--- src/rtl/ram_arbiter_pkg.sv ---
// Shared definitions for the two-port RAM arbiter: FSM encoding, port indices
// and the legal read-latency window.
package mem_arb_pkg;

    typedef enum logic [1:0] {
        ST_IDLE   = 2'd0,
        ST_ACCESS = 2'd1,
        ST_DONE   = 2'd2
    } arb_state_t;

    localparam logic PORT_CPU = 1'b0;
    localparam logic PORT_LDR = 1'b1;

    localparam int RD_LAT_MIN = 1;
    localparam int RD_LAT_MAX = 4;

    // Counter only has to reach RD_LAT_MAX.
    localparam int CNT_W = $clog2(RD_LAT_MAX + 1);

    // Keeps an out-of-range parameter from producing a counter that never matches.
    function automatic int clamp_rd_lat(input int lat);
        if (lat < RD_LAT_MIN) return RD_LAT_MIN;
        if (lat > RD_LAT_MAX) return RD_LAT_MAX;
        return lat;
    endfunction

endpackage

--- src/rtl/ram_arbiter_if.sv ---
// Bus bundle between CPU port 0, loader port 1, the arbiter and the shared RAM.
interface ram_arbiter_if #(
    parameter int AW = 8,
    parameter int DW = 8
);
    logic          p0_req;
    logic          p0_we;
    logic [AW-1:0] p0_addr;
    logic [DW-1:0] p0_wdata;
    logic          p0_ack;
    logic [DW-1:0] p0_rdata;

    logic          p1_req;
    logic          p1_we;
    logic [AW-1:0] p1_addr;
    logic [DW-1:0] p1_wdata;
    logic          p1_ack;
    logic [DW-1:0] p1_rdata;
    logic          p1_lock;

    logic [AW-1:0] ram_addr;
    logic [DW-1:0] ram_wdata;
    logic          ram_we;
    logic [DW-1:0] ram_rdata;

    logic          cpu_hold;
    logic          owner;

    modport slave (
        input  p0_req, p0_we, p0_addr, p0_wdata,
        output p0_ack, p0_rdata,
        input  p1_req, p1_we, p1_addr, p1_wdata, p1_lock,
        output p1_ack, p1_rdata,
        output ram_addr, ram_wdata, ram_we,
        input  ram_rdata,
        output cpu_hold, owner
    );

    modport master (
        output p0_req, p0_we, p0_addr, p0_wdata,
        input  p0_ack, p0_rdata,
        output p1_req, p1_we, p1_addr, p1_wdata, p1_lock,
        input  p1_ack, p1_rdata,
        input  cpu_hold, owner
    );

    modport mem (
        input  ram_addr, ram_wdata, ram_we,
        output ram_rdata
    );

endinterface

--- src/rtl/ram_arbiter_rr_pick2.sv ---
// Combinational two-way round-robin picker; the lock input masks port 0.
module rr_pick2
    import mem_arb_pkg::*;
(
    input  logic [1:0] req,
    input  logic       last_owner,
    input  logic       lock,
    output logic       grant_valid,
    output logic       grant_idx
);

    logic [1:0] req_eff;

    always_comb begin
        req_eff     = {req[1], req[0] & ~lock};
        grant_valid = |req_eff;
        if (req_eff == 2'b11) begin
            grant_idx = ~last_owner;
        end else begin
            grant_idx = req_eff[1] ? PORT_LDR : PORT_CPU;
        end
    end

endmodule

--- src/rtl/ram_arbiter.sv ---
// Serialises whole CPU/loader transactions onto the single program/data RAM.
//
//   state     | meaning
//   ----------+--------------------------------------------------------------
//   ST_IDLE   | sample requests, grant one (round-robin on tie, lock masks p0)
//   ST_ACCESS | RAM lines driven; write lasts one cycle, read waits RD_LAT
//   ST_DONE   | owner's ack high for one cycle, last_owner updated
module ram_arbiter
    import mem_arb_pkg::*;
#(
    parameter int AW     = 8,
    parameter int DW     = 8,
    parameter int RD_LAT = 1
) (
    input  logic          clk_qzt,
    input  logic          reset,
    ram_arbiter_if.slave  bus
);

    localparam int              LAT   = clamp_rd_lat(RD_LAT);
    localparam logic [CNT_W-1:0] LAT_C = CNT_W'(LAT);

    arb_state_t       state_q;
    arb_state_t       state_d;
    logic [CNT_W-1:0] cnt_q;
    logic             owner_q;
    logic             last_owner_q;
    logic             we_q;
    logic [AW-1:0]    addr_q;
    logic [DW-1:0]    wdata_q;
    logic             ram_we_q;
    logic             p0_ack_q;
    logic             p1_ack_q;
    logic [DW-1:0]    p0_rdata_q;
    logic [DW-1:0]    p1_rdata_q;
    logic             cpu_hold_q;

    logic             grant_valid;
    logic             grant_idx;
    logic             do_grant;
    logic             do_capture;
    logic             do_finish;
    logic             ack_set;
    logic             sel_we;
    logic [AW-1:0]    sel_addr;
    logic [DW-1:0]    sel_wdata;
    logic             hold_owner;

    rr_pick2 u_pick (
        .req         ({bus.p1_req, bus.p0_req}),
        .last_owner  (last_owner_q),
        .lock        (bus.p1_lock),
        .grant_valid (grant_valid),
        .grant_idx   (grant_idx)
    );

    always_comb begin
        sel_we    = grant_idx ? bus.p1_we    : bus.p0_we;
        sel_addr  = grant_idx ? bus.p1_addr  : bus.p0_addr;
        sel_wdata = grant_idx ? bus.p1_wdata : bus.p0_wdata;
    end

    always_comb begin
        state_d    = state_q;
        do_grant   = 1'b0;
        do_capture = 1'b0;
        do_finish  = 1'b0;
        case (state_q)
            ST_IDLE: begin
                if (grant_valid) begin
                    do_grant = 1'b1;
                    state_d  = ST_ACCESS;
                end
            end
            ST_ACCESS: begin
                if (we_q) begin
                    state_d = ST_DONE;
                end else if (cnt_q == LAT_C) begin
                    do_capture = 1'b1;
                    state_d    = ST_DONE;
                end
            end
            ST_DONE: begin
                do_finish = 1'b1;
                state_d   = ST_IDLE;
            end
            default: state_d = ST_IDLE;
        endcase
        ack_set    = (state_q == ST_ACCESS) && (state_d == ST_DONE);
        hold_owner = do_grant ? grant_idx : owner_q;
    end

    always_ff @(posedge clk_qzt) begin
        if (reset) begin
            state_q <= ST_IDLE;
        end else begin
            state_q <= state_d;
        end
    end

    always_ff @(posedge clk_qzt) begin
        if (reset) begin
            cnt_q        <= '0;
            owner_q      <= PORT_CPU;
            last_owner_q <= PORT_LDR;
            we_q         <= 1'b0;
            addr_q       <= '0;
            wdata_q      <= '0;
            ram_we_q     <= 1'b0;
            p0_ack_q     <= 1'b0;
            p1_ack_q     <= 1'b0;
            p0_rdata_q   <= '0;
            p1_rdata_q   <= '0;
            cpu_hold_q   <= 1'b0;
        end else begin
            // Write strobe exists only in the single cycle after the grant.
            ram_we_q <= do_grant & sel_we;
            if (do_grant) begin
                owner_q <= grant_idx;
                we_q    <= sel_we;
                addr_q  <= sel_addr;
                wdata_q <= sel_wdata;
                cnt_q   <= '0;
            end else if (state_q == ST_ACCESS) begin
                cnt_q <= cnt_q + CNT_W'(1);
            end
            if (do_capture) begin
                if (owner_q == PORT_LDR) begin
                    p1_rdata_q <= bus.ram_rdata;
                end else begin
                    p0_rdata_q <= bus.ram_rdata;
                end
            end
            p0_ack_q <= ack_set && (owner_q == PORT_CPU);
            p1_ack_q <= ack_set && (owner_q == PORT_LDR);
            if (do_finish) begin
                last_owner_q <= owner_q;
            end
            cpu_hold_q <= ((state_d != ST_IDLE) && (hold_owner == PORT_LDR)) | bus.p1_lock;
        end
    end

    assign bus.ram_addr  = addr_q;
    assign bus.ram_wdata = wdata_q;
    assign bus.ram_we    = ram_we_q;
    assign bus.p0_ack    = p0_ack_q;
    assign bus.p1_ack    = p1_ack_q;
    assign bus.p0_rdata  = p0_rdata_q;
    assign bus.p1_rdata  = p1_rdata_q;
    assign bus.cpu_hold  = cpu_hold_q;
    assign bus.owner     = owner_q;

endmodule
--- src/flat_wrapper.sv ---
// flat-port wrapper written by rule: the top's interface ports become plain ports
module ram_arbiter_flat import mem_arb_pkg::*;
#(
    parameter int AW     = 8,
    parameter int DW     = 8,
    parameter int RD_LAT = 1
)
  (clk_qzt, reset, bus_p0_req, bus_p0_we, bus_p0_addr, bus_p0_wdata, bus_p0_ack, bus_p0_rdata, bus_p1_req, bus_p1_we, bus_p1_addr, bus_p1_wdata, bus_p1_lock, bus_p1_ack, bus_p1_rdata, bus_ram_addr, bus_ram_wdata, bus_ram_we, bus_ram_rdata, bus_cpu_hold, bus_owner);
  ram_arbiter_if #(.AW(AW), .DW(DW)) bus_i ();
  input  logic clk_qzt;
  input  logic reset;
  input wire logic [$bits(bus_i.p0_req)-1:0] bus_p0_req;
  input wire logic [$bits(bus_i.p0_we)-1:0] bus_p0_we;
  input wire logic [$bits(bus_i.p0_addr)-1:0] bus_p0_addr;
  input wire logic [$bits(bus_i.p0_wdata)-1:0] bus_p0_wdata;
  output wire logic [$bits(bus_i.p0_ack)-1:0] bus_p0_ack;
  output wire logic [$bits(bus_i.p0_rdata)-1:0] bus_p0_rdata;
  input wire logic [$bits(bus_i.p1_req)-1:0] bus_p1_req;
  input wire logic [$bits(bus_i.p1_we)-1:0] bus_p1_we;
  input wire logic [$bits(bus_i.p1_addr)-1:0] bus_p1_addr;
  input wire logic [$bits(bus_i.p1_wdata)-1:0] bus_p1_wdata;
  input wire logic [$bits(bus_i.p1_lock)-1:0] bus_p1_lock;
  output wire logic [$bits(bus_i.p1_ack)-1:0] bus_p1_ack;
  output wire logic [$bits(bus_i.p1_rdata)-1:0] bus_p1_rdata;
  output wire logic [$bits(bus_i.ram_addr)-1:0] bus_ram_addr;
  output wire logic [$bits(bus_i.ram_wdata)-1:0] bus_ram_wdata;
  output wire logic [$bits(bus_i.ram_we)-1:0] bus_ram_we;
  input wire logic [$bits(bus_i.ram_rdata)-1:0] bus_ram_rdata;
  output wire logic [$bits(bus_i.cpu_hold)-1:0] bus_cpu_hold;
  output wire logic [$bits(bus_i.owner)-1:0] bus_owner;
  assign bus_i.p0_req = bus_p0_req;
  assign bus_i.p0_we = bus_p0_we;
  assign bus_i.p0_addr = bus_p0_addr;
  assign bus_i.p0_wdata = bus_p0_wdata;
  assign bus_p0_ack = bus_i.p0_ack;
  assign bus_p0_rdata = bus_i.p0_rdata;
  assign bus_i.p1_req = bus_p1_req;
  assign bus_i.p1_we = bus_p1_we;
  assign bus_i.p1_addr = bus_p1_addr;
  assign bus_i.p1_wdata = bus_p1_wdata;
  assign bus_i.p1_lock = bus_p1_lock;
  assign bus_p1_ack = bus_i.p1_ack;
  assign bus_p1_rdata = bus_i.p1_rdata;
  assign bus_ram_addr = bus_i.ram_addr;
  assign bus_ram_wdata = bus_i.ram_wdata;
  assign bus_ram_we = bus_i.ram_we;
  assign bus_i.ram_rdata = bus_ram_rdata;
  assign bus_cpu_hold = bus_i.cpu_hold;
  assign bus_owner = bus_i.owner;
  ram_arbiter #(.AW(AW), .DW(DW), .RD_LAT(RD_LAT)) u_core (.clk_qzt(clk_qzt), .reset(reset), .bus(bus_i));
endmodule
--- config.mk ---
export PLATFORM = sky130hd
export DESIGN_NAME = ram_arbiter_flat
export DESIGN_NICKNAME = d
export VERILOG_FILES = /design/src/rtl/ram_arbiter_pkg.sv /design/src/rtl/ram_arbiter_if.sv /design/src/rtl/ram_arbiter_rr_pick2.sv /design/src/rtl/ram_arbiter.sv /design/src/flat_wrapper.sv
export SDC_FILE = /design/constraint.sdc
export NUM_CORES = 1
export LEC_CHECK = 0
export ABC_AREA = 1
export CELL_PAD_IN_SITES_DETAIL_PLACEMENT = 0
export CELL_PAD_IN_SITES_GLOBAL_PLACEMENT = 1
export CORE_UTILIZATION = 26
export CTS_CLUSTER_DIAMETER = 40
export DETAILED_ROUTE_END_ITERATION = 6
export PLACE_DENSITY_LB_ADDON = 0.1
export SLEW_MARGIN = 20
export SYNTH_ARGS = -nofsm -noshare
export SYNTH_HDL_FRONTEND = slang
export SYNTH_SLANG_ARGS = --single-unit
--- constraint.sdc ---
create_clock -name clk_qzt -period 1.25 [get_ports clk_qzt]
set_input_delay 0.1875 -clock clk_qzt [delete_from_list [all_inputs] [get_ports clk_qzt]]
set_output_delay 0.1875 -clock clk_qzt [all_outputs]
set_load 0.05 [all_outputs]
==> run_1/gate_families.png <==
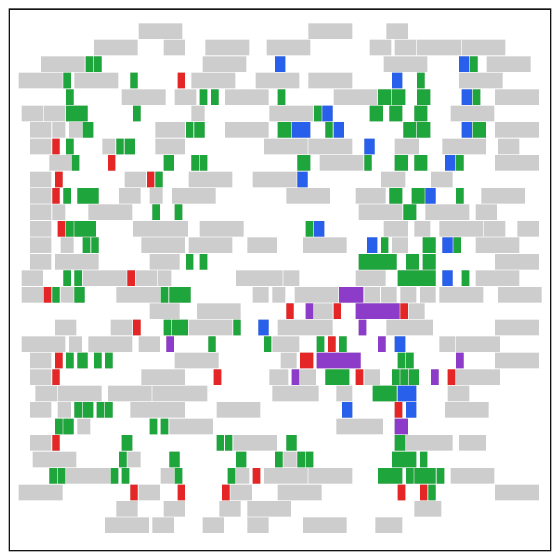
| family | color | cells |
|---|---|---|
| inverting AOI/OAI gates | blue | 21 |
| NOR gates | purple | 11 |
| inverters | red | 28 |
| NAND gates | green | 120 |
combinational share of cell area: 26.37%
dominant logic cell type in the layout: nand2_1
non-filler cells in the finished layout: 457

==> run_1/final_congestion.png <==
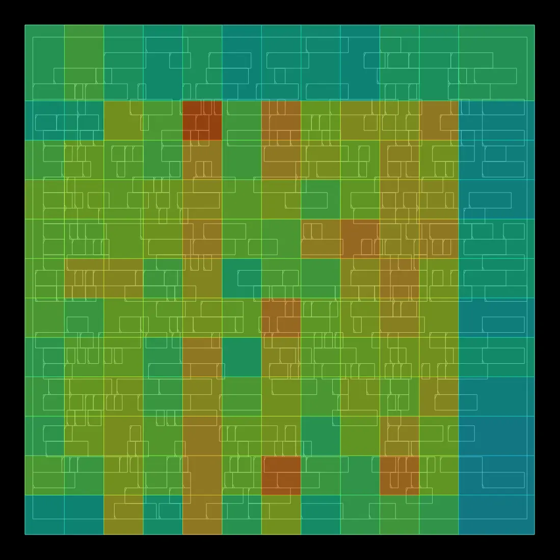
final core occ: 50.24%
GRT busiest layer: met2

==> run_1/registers.png <==
Bar = 20 µm. Other sequential cells in the stronger gray, the rest of the logic in the fainter gray.
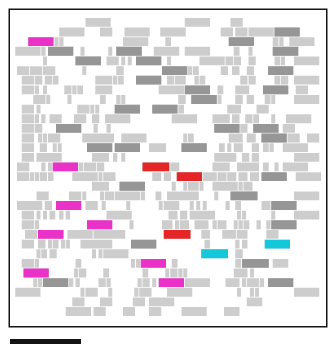
| signal | color | flops |
|---|---|---|
| u_core.state_q | cyan | 2 |
| u_core.bus.ram_addr | magenta | 8 |
| u_core.cnt_q | red | 3 |
not colored: 31
register area: 887.1 µm²
register share of the cell area: 24.21%
Seq group: 1.59 mW

==> flow_summary_export.csv, run 1 <==
group,metric,value,unit
outcome,outcome,"complete, but fails checks",
outcome,failed_checks,"setup timing",
global_route,grt_first_pass_wirelength,8148,µm
yosys,netlist_area,1976,µm²
floorplanning,io_pins,84,
critical_path,timing.rr.end,"u_core.bus.p1_rdata[0]",
clock_tree,clock_latency,0.29,ns
yosys,synth_flops,44,
floorplanning,die_w,89.17,µm
worst_hold_path,holdPathEnd,"u_core.bus.cpu_hold",
final_timing,timing.fmax,797.2,MHz
detailed_routing,drt-pass1-iter-count,4,
final_timing,period_used_share,100.4,%
critical_path,worstSetupEndpointType,"flip-flop",
floorplanning,num_rows,31,
final_timing,finalMaxSlewViolations,0,
power_and_ir_drop,swShare,30.94,%
yosys,yosys_area,1976,µm²
power_and_ir_drop,irDropWorstVdd,0.0005562,V
layout,drive_gt1_share,28.77,%
yosys,flop_cell,"dfxtp_1",
layout,antenna_cells,0,
yosys,synth_top_area_share,44.59,%
floorplanning,fp_util,27.09,%
power_and_ir_drop,p_leak,1.597,nW
clock_tree,clk_path_buf_depth,2,
placed_design,dp_hpwl,3675,µm
critical_path,path_class,"reg2reg",
yosys,synth.most_common_cell,"nand2_1",
detailed_routing,wl_per_cell,11.28,µm
final_timing,setup_tns,-0.004401,ns
detailed_routing,wl,5157,µm
clock_tree,numCtsBuffers,5,
power_and_ir_drop,power_frac_seq,42.0,%
layout,final_area,3664,µm²
worst_hold_path,worstHoldPathCells,3,
yosys,synth-edff-count,0,
power_and_ir_drop,power,3.775,mW
floorplanning,die_area,7951,µm²
clock_tree,root_buffer,"clkbuf_8",
final_timing,holdWs,0.1461,ns
yosys,common_cells,"nand2_1 (78), dfxtp_1 (44), inv_1 (27)",
layout,nets,407,
yosys,yosysWarningCount,0,
run,warnings,29,
yosys,yosysUniqueCellTypes,26,
detailed_routing,vias,1930,
final_timing,setup_viol,1,
final_timing,hold_violations,0,
final_timing,relSlewSlack,80.40,%
final_timing,fin_ws,-0.004401,ns
yosys,yosys_cells,256,
final_timing,clock_skew,0.003737,ns
clock_tree,cts.sinks,44,
clock_tree,htree_levels,2,
global_route,grt_usage,13.24,%
placed_design,pre_cts_ws,-0.2931,ns
detailed_routing,viasPerCell,4.223,
yosys,avgSynthCellArea,7.717,µm²
power_and_ir_drop,p_int,2.607,mW
power_and_ir_drop,pwr-share-comb,32.3,%
detailed_routing,drc,0,
power_and_ir_drop,powerDensity,1030,nW/µm²
yosys,floorplan.nets,305,
[run 1: worst max-delay path, stage by stage (launching register included)]
cell and delay (ns):
dfxtp_2 0.33, inv_2 0.06, ha_4 0.11, inv_2 0.03, nor2_4 0.18, buf_4 0.15, nand3_4 0.12, nand2_1 0.09
a21oi_1 0.06
[run 1: cell families after synthesis]
| family | after synthesis | synth area share, % |
|---|---|---|
| and+or+nand+nor | 148 | 38.25 |
| DFF | 44 | 44.58 |
| buffers and inverters | 39 | 9.500 |
| AOI/OAI and AO/OA | 21 | 5.510 |
| xor gates and xnor gates | 2 | 0.8868 |
| adders and majority gates | 2 | 1.266 |
[run 1: power by group through the flow]
stage	clock [mW]	combinational, mW	sequential [mW]
2_1_floorplan	0	0.331	1.83
4_1_cts	1.01	1.15	1.58
3_3_place_gp	0	1.15	1.61
5_1_grt	1.07	1.31	1.60
6_report	0.969	1.22	1.59
3_5_place_dp	0	1.15	1.62
[run 1: how the worst max path moves through the flow]
stage	start	endpoint	slack [ns]	depth (start not counted)
detailed placement	bus_p1_lock	u_core.bus.ram_addr[1]	-0.29	8
global placement	bus_p1_lock	u_core.bus.ram_wdata[7]	-0.27	8
floorplan	u_core.cnt_q[0]	u_core.bus.p1_rdata[0]	0.05	6
CTS	u_core.cnt_q[0]	u_core.bus.p0_rdata[5]	-0.04	6
global route	u_core.cnt_q[1]	u_core.bus.p0_rdata[6]	-0.09	8
finish	u_core.cnt_q[1]	u_core.bus.p1_rdata[0]	-0.004	8
[run 1: timing repair]
item                       CTS  global route
gates cloned                 0             4
setup endpoints to repair   16            25
buffers inserted             0             3
gates resized                1            25
pin swaps                    0             5
[run 1: cells in the final DEF, fill, tap and decap left out, types with 2 or more instances in the layout]
cell | netlist | layout
a21oi_1 | 19 | 18
buf_12 | 0 | 40
buf_4 | 0 | 14
buf_6 | 3 | 3
clkbuf_16 | 0 | 3
clkbuf_8 | 1 | 7
clkdlybuf4s50_1 | 0 | 43
dfxtp_1 | 44 | 39
dfxtp_2 | 0 | 5
dlymetal6s2s_1 | 0 | 3
inv_1 | 27 | 24
inv_2 | 0 | 3
nand2_1 | 78 | 75
nand2_2 | 1 | 3
nand2_4 | 3 | 4
nand3_1 | 17 | 14
nand3_2 | 4 | 5
nand3_4 | 0 | 2
nand4_1 | 16 | 16
nor2_1 | 7 | 7
nor2_8 | 2 | 2
or2_0 | 5 | 5
or2_1 | 5 | 5
or2_2 | 7 | 7
xor2_1 | 2 | 2
[run 1: sequential cells by signal, summed over array words and instances (netlist names), 2 cells and up]
name / flops
u_core.bus.p0_rdata: 8
u_core.bus.p1_rdata: 8
u_core.bus.ram_addr: 8
u_core.bus.ram_wdata: 8
u_core.cnt_q: 3
u_core.state_q: 2
[run 1: layout make-up]
class / instances / area share, %
Multi-Input combinational cell: 173 / 26.37
Timing Repair Buffer: 106 / 40.47
Inverter: 28 / 2.937
Clock buffer: 7 / 2.630
Tap cell: 99 / 3.381
Sequential cell: 44 / 24.21
[run 1: layer usage]
metal,GRT usage (%),vias up,part of all wire [%],wire length (µm)
li1,-,1016,-,-
met1,16.12,854,45,2304
met2,21.44,57,47,2412
met3,5.448,3,8.2,425
met4,3.896,0,0.27,14
met5,0,-,0,0
==> run_1/drive_strength.png <==
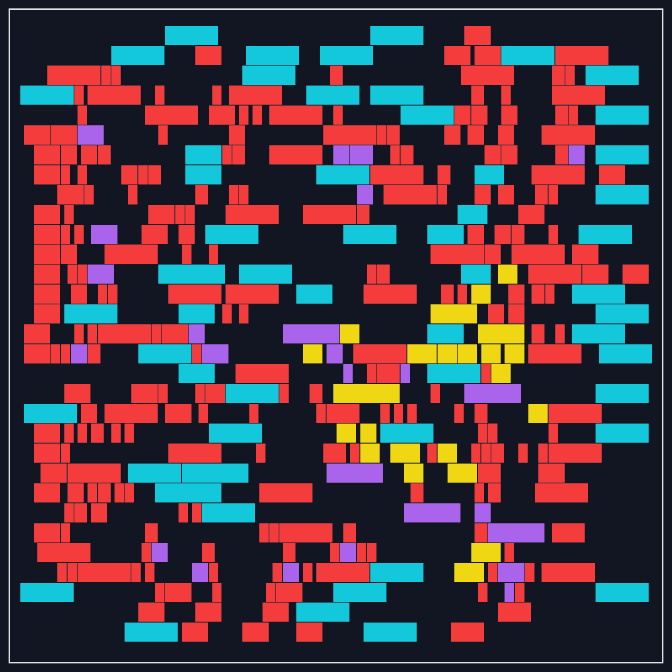

--- run 2 (diff from run 1) ---
- CORE_MARGIN: default -> 5
==> run_2/drive_strength.png <==
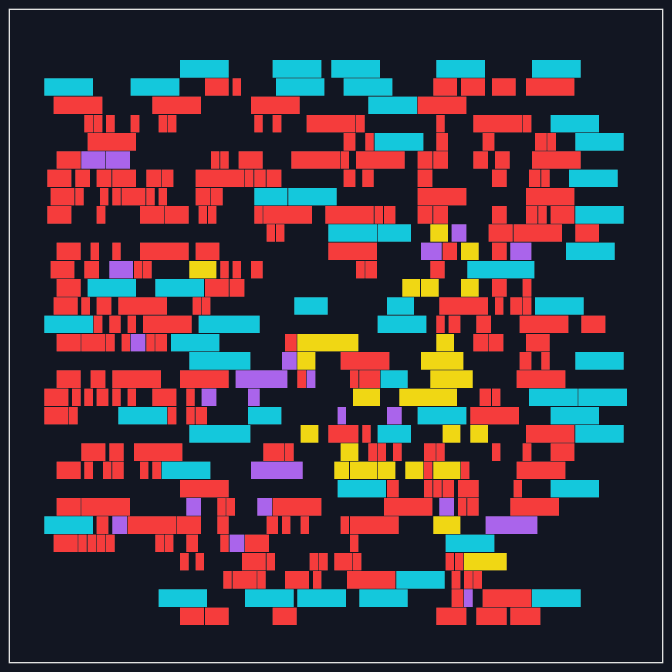
| size | color | cells | share | most used |
|---|---|---|---|---|
| drive 2 | purple | 22 | 6.2% | or2_2 |
| drive 3 to 4 | yellow | 24 | 6.7% | buf_4 |
| drive 6 and up | cyan | 53 | 15% | buf_12 |
| drive 1 or less | red | 258 | 72% | nand2_1 |

==> flow_summary_export.csv, run 2 <==
group,metric,value,unit
placed_design,dp_hpwl,4021,µm
yosys,synth_flops,44,
power_and_ir_drop,p_leak,1.581,nW
detailed_routing,drc,0,
power_and_ir_drop,power,3.694,mW
yosys,flop_cell,"dfxtp_1",
yosys,yosysUniqueCellTypes,26,
clock_tree,numCtsBuffers,5,
yosys,synth-edff-count,0,
final_timing,hold_violations,0,
final_timing,clock_skew,0.009990,ns
floorplanning,die_w,97.17,µm
floorplanning,fp_util,26.95,%
final_timing,setup_tns,0,ns
final_timing,period_used_share,96.40,%
critical_path,path_class,"reg2reg",
detailed_routing,vias,1930,
yosys,common_cells,"nand2_1 (78), dfxtp_1 (44), inv_1 (27)",
global_route,grt_usage,11.25,%
detailed_routing,viasPerCell,4.232,
floorplanning,num_rows,31,
power_and_ir_drop,powerDensity,1010,nW/µm²
global_route,grt_first_pass_wirelength,8901,µm
yosys,synth.most_common_cell,"nand2_1",
layout,flop_area,888.4,µm²
final_timing,holdWs,0.1476,ns
floorplanning,die_area,9442,µm²
outcome,outcome,"completed",
critical_path,crit_end,"u_core.bus.p1_rdata[7]",
critical_path,timing.rr.end,"u_core.bus.p1_rdata[7]",
layout,layout_top_cell,"nand2_1",
final_timing,timing.fmax,829.9,MHz
yosys,yosys_area,1976,µm²
layout,drive_gt1_share,27.73,%
layout,final_area,3659,µm²
==> run 2: cell types whose count changed in the layout (fill, tap and decap cells not counted), sizes merged <==
| cell | previous run | this run |
|---|---|---|
| clkbuf | 10 | 9 |
| nor2 | 11 | 12 |
| clkinv | 0 | 1 |
| buf | 57 | 55 |
==> run 2: worst max-delay path, cell delays in order, from the launching register on <==
cell     delay [ns]
dfxtp_2        0.33
inv_2          0.06
ha_4           0.12
inv_2          0.04
nor2_4         0.13
buf_6          0.14
buf_12         0.11
nand4_1        0.07
a21oi_1        0.15
==> run 2: layer usage <==
metal | vias to the layer above | global-route usage [%] | share of wire, %
li1 | 1016 | - | -
met1 | 842 | 13.43 | 43
met2 | 66 | 17.83 | 47
met3 | 6 | 5.312 | 8.7
met4 | 0 | 3.564 | 1.1
met5 | - | 0 | 0
==> run 2: cells by family after synthesis <==
| family | share of synthesized area [%] |
|---|---|
| xor+xnor | 0.8868 |
| buf+inv | 9.500 |
| flops | 44.58 |
| compound gates | 5.510 |
| fa+ha+maj | 1.266 |
| simple gates | 38.25 |
==> run 2: layout make-up <==
| cell class | count | share of cell area, % |
|---|---|---|
| clock inverter | 1 | 0.1368 |
| inverter | 28 | 2.941 |
| clock buffer | 6 | 1.984 |
| sequential | 44 | 24.28 |
| multi-input combinational | 174 | 27.05 |
| tap | 99 | 3.386 |
| timing repair buffer | 104 | 40.22 |
==> run 2: what timing repair did <==
| action | CTS | global route |
|---|---|---|
| pin swaps | 2 | 19 |
| hold buffers | 0 | 0 |
| buffers inserted | 3 | 1 |
| endpoints found under the hold margin | 0 | 0 |
| gates resized | 8 | 18 |
| setup endpoints to repair | 16 | 26 |
| gates cloned | 1 | 4 |
==> run 2: how the worst min path moves through the flow <==
stage,start,end,slack [ns],cells past startpoint
floorplan,bus_p1_lock,u_core.bus.cpu_hold,0.30,2
global placement,u_core.cnt_q[1],u_core.cnt_q[1],0.47,2
detailed placement,u_core.cnt_q[1],u_core.cnt_q[1],0.48,2
CTS,bus_p1_lock,u_core.bus.cpu_hold,0.46,3
global route,bus_p1_lock,u_core.bus.cpu_hold,0.18,3
finish,bus_p1_lock,u_core.bus.cpu_hold,0.15,3
==> run 2: stage by stage <==
step                utilization (%)  std cells  worst slack (ns)
finish                        49.91        456           0.04503
global route                  49.91        456          -0.05595
CTS                           47.91        451          0.003596
detailed placement            45.62        440           -0.2852
global placement              45.62        440           -0.2658
floorplan                         -        256           0.05334
==> run 2: power breakdown <==
part / switching (mW) / total [mW] / internal, mW
combinational: 0.612 / 1.24 / 0.628
sequential: 0.100 / 1.59 / 1.49
clock: 0.483 / 0.864 / 0.381
No activity file was given, so power comes from the tool's default toggle rates.
